File: config.mk
export PLATFORM = sky130hd
export DESIGN_NAME = frame_painter
export DESIGN_NICKNAME = d
export VERILOG_FILES = /design/src/rtl/frame_painter.sv
export SDC_FILE = /design/constraint.sdc
export NUM_CORES = 1
export LEC_CHECK = 0
export ABC_AREA = 1
export CORE_MARGIN = 3
export CORE_UTILIZATION = 41
export DETAILED_ROUTE_END_ITERATION = 7
export SKIP_CTS_REPAIR_TIMING = 1
export SYNTH_ARGS = -nofsm -noshare
export SYNTH_HDL_FRONTEND = slang
export SYNTH_SLANG_ARGS = --single-unit
File: constraint.sdc
create_clock -name clk50 -period 5.48 [get_ports clk50]
set_input_delay 0.548 -clock clk50 [delete_from_list [all_inputs] [get_ports clk50]]
set_output_delay 0.548 -clock clk50 [all_outputs]
set_load 0.02 [all_outputs]
File: src/rtl/frame_painter.sv
// frame_painter: VGA timing generator scanning a replicated frame buffer out as RGB332.
// Define FRAME_PAINTER_TESTPAT_EN to add the test_en colour-bar generator.
module frame_painter #(
    parameter int H_ACTIVE   = 640,
    parameter int H_FP       = 16,
    parameter int H_SYNC     = 96,
    parameter int H_BP       = 48,
    parameter int V_ACTIVE   = 480,
    parameter int V_FP       = 10,
    parameter int V_SYNC     = 2,
    parameter int V_BP       = 33,
    parameter bit SYNC_POL   = 1'b0,
    parameter int DIV_LOG2   = 1,
    parameter int FB_W       = 160,
    parameter int FB_H       = 120,
    parameter int SCALE_LOG2 = 2,
    parameter int ADDR_W     = 15
) (
    input  logic              clk50,
    input  logic              rst_n,
    input  logic [7:0]        frame_pixel,
    input  logic              buf_sel,
`ifdef FRAME_PAINTER_TESTPAT_EN
    input  logic              test_en,
`endif
    output logic [ADDR_W:0]   frame_addr,
    output logic              frame_rd,
    output logic [2:0]        vga_red,
    output logic [2:0]        vga_green,
    output logic [1:0]        vga_blue,
    output logic              vga_hsync,
    output logic              vga_vsync,
    output logic              frame_start
);
    localparam int H_TOT = H_ACTIVE + H_FP + H_SYNC + H_BP;
    localparam int V_TOT = V_ACTIVE + V_FP + V_SYNC + V_BP;
    localparam int HW    = $clog2(H_TOT);
    localparam int VW    = $clog2(V_TOT);
    localparam int DW    = DIV_LOG2 > 0 ? DIV_LOG2 : 1;

    logic [DW-1:0]     div;
    logic [HW-1:0]     h, h_nxt;
    logic [VW-1:0]     v, v_nxt;
    logic [ADDR_W-1:0] line_base;
    logic              pix_ce, sof, h_wrap, in_win, rd_en, buf_l, buf_cur;
    logic              hs_on, vs_on, hs_d, vs_d;
    logic [7:0]        pix_s1;

    assign pix_ce  = (DIV_LOG2 == 0) || (&div);
    assign sof     = (h == '0) && (v == '0);
    assign h_wrap  = 32'(h) == H_TOT - 1;
    assign h_nxt   = h_wrap ? '0 : h + HW'(1);
    assign v_nxt   = !h_wrap ? v : (32'(v) == V_TOT - 1) ? '0 : v + VW'(1);
    assign buf_cur = sof ? buf_sel : buf_l;
    assign in_win  = 32'(h) < H_ACTIVE && 32'(v) < V_ACTIVE &&
                     32'(h >> SCALE_LOG2) < FB_W && 32'(v >> SCALE_LOG2) < FB_H;
    assign hs_on   = 32'(h) >= H_ACTIVE + H_FP && 32'(h) < H_ACTIVE + H_FP + H_SYNC;
    assign vs_on   = 32'(v) >= V_ACTIVE + V_FP && 32'(v) < V_ACTIVE + V_FP + V_SYNC;

`ifdef FRAME_PAINTER_TESTPAT_EN
    localparam int BAR_W = H_ACTIVE / 8;
    localparam logic [7:0] BARS [8] = '{8'hFF, 8'hFC, 8'h1F, 8'h1C, 8'hE3, 8'hE0, 8'h03, 8'h00};
    logic [HW-1:0] bx;
    logic [2:0]    bar, bar_d;
    logic          act_d;

    assign rd_en  = in_win && !test_en;
    assign pix_s1 = test_en ? (act_d ? BARS[bar_d] : 8'h00) : (frame_rd ? frame_pixel : 8'h00);

    // bar tracks which eighth of the line h sits in, avoiding a divider
    always_ff @(posedge clk50 or negedge rst_n) begin
        if (!rst_n) begin
            bx    <= '0;
            bar   <= '0;
            bar_d <= '0;
            act_d <= 1'b0;
        end else if (pix_ce) begin
            bar_d <= bar;
            act_d <= 32'(h) < H_ACTIVE && 32'(v) < V_ACTIVE;
            if (h_wrap) begin
                bx  <= '0;
                bar <= '0;
            end else if (32'(bx) == BAR_W - 1) begin
                bx  <= '0;
                bar <= bar + 3'd1;
            end else begin
                bx  <= bx + HW'(1);
            end
        end
    end
`else
    assign rd_en  = in_win;
    assign pix_s1 = frame_rd ? frame_pixel : 8'h00;
`endif

    always_ff @(posedge clk50 or negedge rst_n) begin
        if (!rst_n) begin
            div         <= '0;
            h           <= '0;
            v           <= '0;
            line_base   <= '0;
            buf_l       <= 1'b0;
            frame_addr  <= '0;
            frame_rd    <= 1'b0;
            hs_d        <= 1'b0;
            vs_d        <= 1'b0;
            vga_red     <= '0;
            vga_green   <= '0;
            vga_blue    <= '0;
            vga_hsync   <= ~SYNC_POL;
            vga_vsync   <= ~SYNC_POL;
            frame_start <= 1'b0;
        end else begin
            div         <= div + DW'(1);
            frame_start <= pix_ce && sof;
            if (pix_ce) begin
                h <= h_nxt;
                v <= v_nxt;
                if (sof)
                    buf_l <= buf_sel;
                // line_base steps by one buffer row each time v crosses a replication boundary
                if (h_wrap)
                    line_base <= (v_nxt == '0) ? '0 :
                                 ((v_nxt >> SCALE_LOG2) != (v >> SCALE_LOG2)) ? line_base + ADDR_W'(FB_W) : line_base;
                frame_rd <= rd_en;
                if (rd_en)
                    frame_addr <= {buf_cur, line_base + ADDR_W'(h >> SCALE_LOG2)};
                hs_d <= hs_on;
                vs_d <= vs_on;
                {vga_red, vga_green, vga_blue} <= pix_s1;
                vga_hsync <= hs_d ? SYNC_POL : ~SYNC_POL;
                vga_vsync <= vs_d ? SYNC_POL : ~SYNC_POL;
            end
        end
    end
endmodule

==> images/power_grid.png <==
Pins as bars on the die edge.
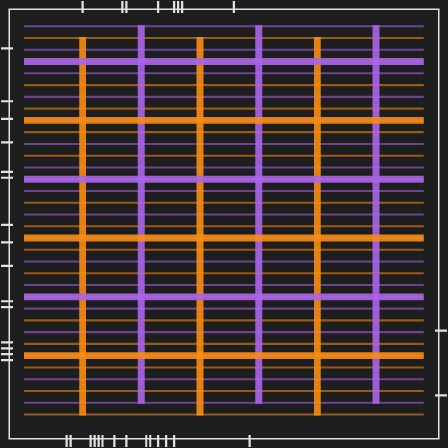
net	colour
VSS	orange
VDD	purple
met4 straps	6
met1 rails	34
rows	33
met5 straps	6

==> images/flops_by_reg.png <==
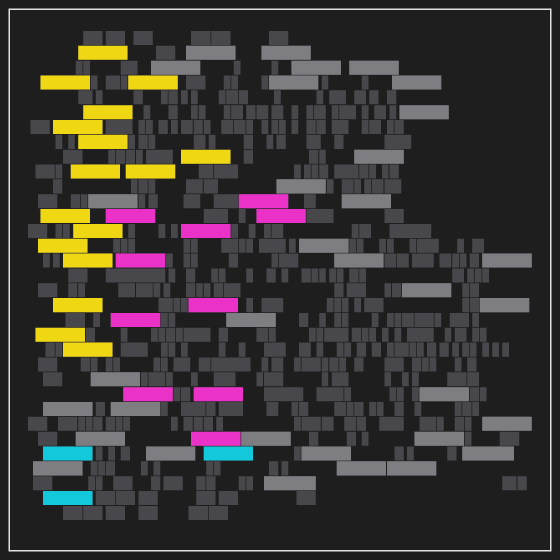
netlist name	colour	sequential cells
h	magenta	10
vga_green	cyan	3
frame_addr	yellow	16
not coloured	33

==> images/logic_types.png <==
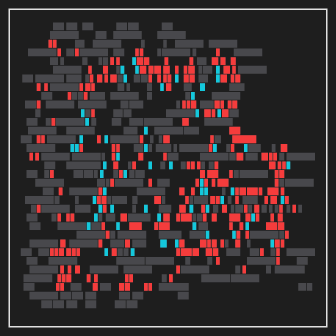
family	colour	cells	most used
NAND gates	red	210	nand2_1
inverters	cyan	56	inv_1

==> images/layer_met1.png <==
Supply wires on this layer in grey.
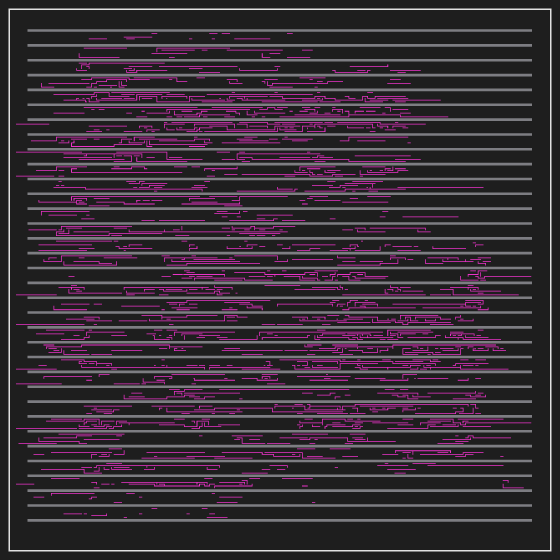
wire length on this layer	4230 um
main direction	horizontal

==> results.yml <==
# synthesis and place-and-route metrics
timing:
  max-slew-margin-rel_pct: 46.7
  fin_setup_tns_ps: 0
  period_needed_ps: 2520
  timing.hold.ws_ps: 349
  max_freq_ghz: 0.397
pwr:
  power_frac_clock_pct: 45.5
synth:
  syn-num-nets: 474
  synth.distinct_cells: 39
layout:
  dominant-cell-class: "logic gates"
  register_bank_with_the_most_flops: "frame_addr"
  combAreaFraction_pct: 40.6
  seq_area_sq_um: 1550
  instances_no_fill: 601
  final_util_pct: 50.3
global_route:
  grt_antenna_before_repair: 0
  first_global_vias: 2884
  first_pass_grt_wire_length_um: 13900
route:
  routedLengthMet1_um: 4230
  highest_layer: "met4"
run_status:
  status: "completed"
setup_path:
  delay_of_the_slowest_critical_path_stage_ps: 590
==> Yosys cell counts (all sizes together) <==
cell | number | area, sq um
and2 | 1 | 6.26
a21oi | 5 | 25.0
nor4 | 2 | 12.5
o21ai | 26 | 130
a31oi | 1 | 6.26
clkbuf | 7 | 26.3
dfstp | 2 | 52.6
a22o | 1 | 8.76
o41ai | 2 | 17.5
nand4 | 20 | 140
nor2 | 45 | 234
a21o | 2 | 15.0
xor2 | 7 | 61.3
o31ai | 2 | 15.0
a211oi | 1 | 7.51
xnor2 | 2 | 17.5
nand2 | 139 | 549
nor3 | 8 | 45.0
inv | 55 | 209
clkinv | 1 | 5.00
buf | 7 | 52.5
nand3 | 51 | 305
ha | 8 | 100
dfrtp | 60 | 1500
Power and IR drop assume default switching activity.
